Figure 1. Met1 routing.
Scale bar: 50 um.
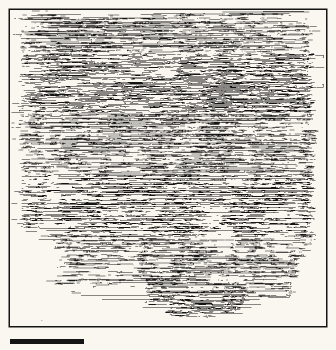
Figure 2. The metal 2 layer.
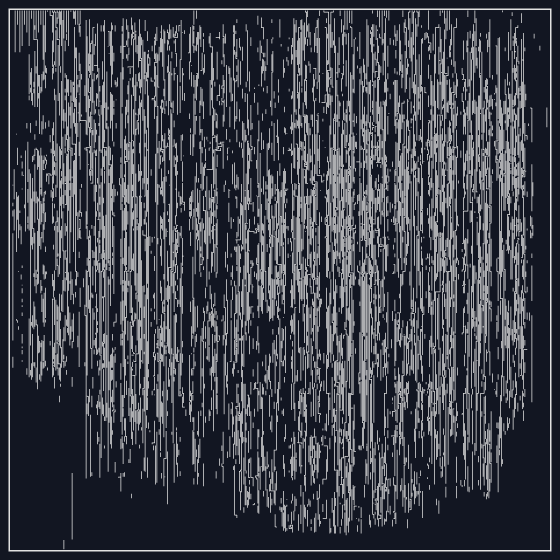
Figure 3. Metal 3.
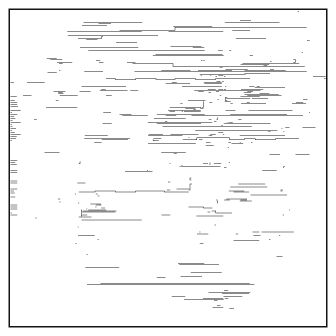
File: config.mk
export PLATFORM = sky130hd
export DESIGN_NAME = muldiv_unit
export DESIGN_NICKNAME = d
export VERILOG_FILES = /design/src/rtl/muldiv_unit.sv
export SDC_FILE = /design/constraint.sdc
export NUM_CORES = 1
export LEC_CHECK = 0
export CELL_PAD_IN_SITES_DETAIL_PLACEMENT = 1
export CELL_PAD_IN_SITES_GLOBAL_PLACEMENT = 2
export CORE_MARGIN = 1.5
export CORE_UTILIZATION = 36
export DETAILED_ROUTE_END_ITERATION = 6
export PLACE_DENSITY = 0.81
export SYNTH_ARGS = -nofsm -noshare
export SYNTH_HDL_FRONTEND = slang
export SYNTH_SLANG_ARGS = --single-unit
File: constraint.sdc
create_clock -name clk -period 4.39 [get_ports clk]
set_clock_uncertainty 0.05 [all_clocks]
set_input_delay 0.878 -clock clk [delete_from_list [all_inputs] [get_ports clk]]
set_output_delay 0.878 -clock clk [all_outputs]
set_load 0.005 [all_outputs]
File: src/rtl/muldiv_unit.sv
// Iterative RV32M multiply/divide unit: shift-add multiply, restoring divide.
// Optional MULDIV_FAST_MUL_EN: single-cycle combinational multiply, divide unchanged.
module muldiv_unit #(
  parameter int WIDTH = 32
) (
  input  logic             clk,
  input  logic             reset_n,
  input  logic             start,
  input  logic [2:0]       funct3,
  input  logic [WIDTH-1:0] op_a,
  input  logic [WIDTH-1:0] op_b,
  output logic             busy,
  output logic             done,
  output logic [WIDTH-1:0] result
);

  localparam int CW = $clog2(WIDTH + 1);

  typedef enum logic [1:0] {
    S_IDLE = 2'd0,
    S_CALC = 2'd1,
    S_FIN  = 2'd2
  } state_t;

  state_t state;
  state_t state_n;

  logic [CW-1:0]    cnt;
  logic [2:0]       f3_q;
  logic [WIDTH-1:0] mcand;
  logic [WIDTH-1:0] acc_hi;
  logic [WIDTH-1:0] acc_lo;
  logic             neg_q;
  logic             neg_r;
  logic             spec_q;
  logic [WIDTH-1:0] spec_val;
  logic [WIDTH-1:0] result_q;

  // Operand decode happens only on the accepted-start cycle.
  logic             is_div;
  logic             a_signed;
  logic             b_signed;
  logic             a_neg;
  logic             b_neg;
  logic [WIDTH-1:0] a_mag;
  logic [WIDTH-1:0] b_mag;
  logic             div_zero;
  logic             div_ovf;
  logic             special;
  logic [WIDTH-1:0] special_res;
  logic             fast_path;

  assign is_div   = funct3[2];
  assign a_signed = is_div ? ~funct3[0] : (funct3[1:0] == 2'b01 || funct3[1:0] == 2'b10);
  assign b_signed = is_div ? ~funct3[0] : (funct3[1:0] == 2'b01);
  assign a_neg    = a_signed & op_a[WIDTH-1];
  assign b_neg    = b_signed & op_b[WIDTH-1];
  assign a_mag    = a_neg ? (~op_a + 1'b1) : op_a;
  assign b_mag    = b_neg ? (~op_b + 1'b1) : op_b;

  assign div_zero = is_div && (op_b == '0);
  assign div_ovf  = is_div && !funct3[0] && (op_a == {1'b1, {(WIDTH-1){1'b0}}}) && (&op_b);
  assign special  = div_zero | div_ovf;

  // Divide-by-zero: quotient all ones, remainder = dividend.
  // Signed overflow: quotient = dividend (most negative value), remainder 0.
  always_comb begin
    special_res = '0;
    if (div_zero) special_res = funct3[1] ? op_a : '1;
    else          special_res = funct3[1] ? '0 : op_a;
  end

`ifdef MULDIV_FAST_MUL_EN
  logic [2*WIDTH-1:0] fast_prod;
  assign fast_prod = {{WIDTH{1'b0}}, a_mag} * {{WIDTH{1'b0}}, b_mag};
  assign fast_path = special | ~is_div;
`else
  assign fast_path = special;
`endif

  // One iteration of either datapath; mcand is multiplicand or divisor.
  logic [WIDTH:0] mul_sum;
  logic [WIDTH:0] div_sh;
  logic [WIDTH:0] div_diff;

  assign mul_sum  = {1'b0, acc_hi} + (acc_lo[0] ? {1'b0, mcand} : {(WIDTH+1){1'b0}});
  assign div_sh   = {acc_hi, acc_lo[WIDTH-1]};
  assign div_diff = div_sh - {1'b0, mcand};

  // Sign correction applied while in FIN.
  logic [2*WIDTH-1:0] full_prod;
  logic [2*WIDTH-1:0] full_fix;
  logic [WIDTH-1:0]   q_fix;
  logic [WIDTH-1:0]   r_fix;
  logic [WIDTH-1:0]   fin_val;

  assign full_prod = {acc_hi, acc_lo};
  assign full_fix  = neg_q ? (~full_prod + 1'b1) : full_prod;
  assign q_fix     = neg_q ? (~acc_lo + 1'b1) : acc_lo;
  assign r_fix     = neg_r ? (~acc_hi + 1'b1) : acc_hi;

  always_comb begin
    fin_val = '0;
    if (spec_q)                fin_val = spec_val;
    else if (f3_q[2])          fin_val = f3_q[1] ? r_fix : q_fix;
    else if (f3_q[1:0] == 2'b00) fin_val = full_fix[WIDTH-1:0];
    else                       fin_val = full_fix[2*WIDTH-1:WIDTH];
  end

  // FSM state register.
  always_ff @(posedge clk or negedge reset_n) begin
    if (!reset_n) state <= S_IDLE;
    else          state <= state_n;
  end

  always_comb begin
    state_n = state;
    case (state)
      S_IDLE: if (start) state_n = fast_path ? S_FIN : S_CALC;
      S_CALC: if (cnt == CW'(1)) state_n = S_FIN;
      S_FIN:  state_n = S_IDLE;
      default: state_n = S_IDLE;
    endcase
  end

  // Datapath registers.
  always_ff @(posedge clk or negedge reset_n) begin
    if (!reset_n) begin
      cnt      <= '0;
      f3_q     <= '0;
      mcand    <= '0;
      acc_hi   <= '0;
      acc_lo   <= '0;
      neg_q    <= 1'b0;
      neg_r    <= 1'b0;
      spec_q   <= 1'b0;
      spec_val <= '0;
      result_q <= '0;
    end else begin
      case (state)
        S_IDLE: begin
          if (start) begin
            f3_q     <= funct3;
            cnt      <= CW'(WIDTH);
            spec_q   <= special;
            spec_val <= special_res;
            neg_q    <= a_neg ^ b_neg;
            neg_r    <= a_neg;
            mcand    <= is_div ? b_mag : a_mag;
            acc_hi   <= '0;
            acc_lo   <= is_div ? a_mag : b_mag;
`ifdef MULDIV_FAST_MUL_EN
            if (!is_div) {acc_hi, acc_lo} <= fast_prod;
`endif
          end
        end
        S_CALC: begin
          cnt <= cnt - 1'b1;
          if (f3_q[2]) begin
            acc_hi <= div_diff[WIDTH] ? div_sh[WIDTH-1:0] : div_diff[WIDTH-1:0];
            acc_lo <= {acc_lo[WIDTH-2:0], ~div_diff[WIDTH]};
          end else begin
            acc_hi <= mul_sum[WIDTH:1];
            acc_lo <= {mul_sum[0], acc_lo[WIDTH-1:1]};
          end
        end
        S_FIN: result_q <= fin_val;
        default: ;
      endcase
    end
  end

  // The corrected value is presented combinationally in FIN, then held.
  assign busy   = (state != S_IDLE);
  assign done   = (state == S_FIN);
  assign result = (state == S_FIN) ? fin_val : result_q;

endmodule
==> results.json <==
{
  "finalSetupViolCount": 7,
  "crit_path_top_delay_cell": "or4_4",
  "postCtsSetupRepairBufs": 22,
  "cp_max_fo": 3,
  "final_hold_viol_count": 0,
  "hold_path_class": "flop to flop",
  "n_clock_buffer": 18,
  "seqCellArea_sq_um": 4360,
  "gp_congestion": 0.923,
  "coreArea_sq_um": 44000,
  "path_buffers": 1,
  "arrival_ps": 3640,
  "layout_top_cells": "o21ai_0 (234), nand2_1 (230), buf_4 (186), nor2_1 (185), a21oi_1 (173)",
  "finalPower_uw": 16000,
  "async_flop_share": 1.00,
  "chip_area_sq_um": 45800,
  "drive_above_1_share": 0.178,
  "outcome": "complete, but fails checks",
  "drtIter0Drc": 1442,
  "power.group.top": "combinational logic",
  "worst_slack_ps": -178,
  "violations": "setup timing",
  "powerComb_uw": 11200
}
Back to the opening pictures, Figure 1:
longest straight run: 161 um
share of all routed wire: 46%
wire length on this layer: 32.8 mm
main direction: horizontal
via count: 17056
Total Wirelength: 71.3 mm
met1 Usage GRT: 0.425

Back to the opening pictures, Figure 2:
wire length on this layer: 32.0 mm
main direction: vertical
GRT met2 Usage: 0.483

Back to the opening pictures, Figure 3:
wire length on this layer: 3850 um
nets with wire on the layer: 221
main direction: horizontal
share of all routed wire: 5.4%
longest straight run: 116 um
global routing usage on met3: 0.0492

final timing paths:
| kind | depth (start not counted) | startpoint | slack [ps] | endpoint |
|---|---|---|---|---|
| max in group asynchronous | 2 | reset_n | 2920 | spec_val[1] |
| min in group asynchronous | 1 | reset_n | 440 | mcand[15] |
| max reg2reg | 13 | mcand[0] | 250 | acc_hi[24] |
| max | 9 | acc_hi[18] | -180 | result[31] |
| min | 2 | result_q[10] | 430 | result_q[10] |
| min reg2reg | 2 | result_q[10] | 430 | result_q[10] |
registers in the layout, indices dropped and copies added (netlist names):
signal,flops
acc_hi,32
acc_lo,32
mcand,32
result_q,32
spec_val,32
cnt,6
f3_q,3
state,2
neg_q,1
neg_r,1
spec_q,1
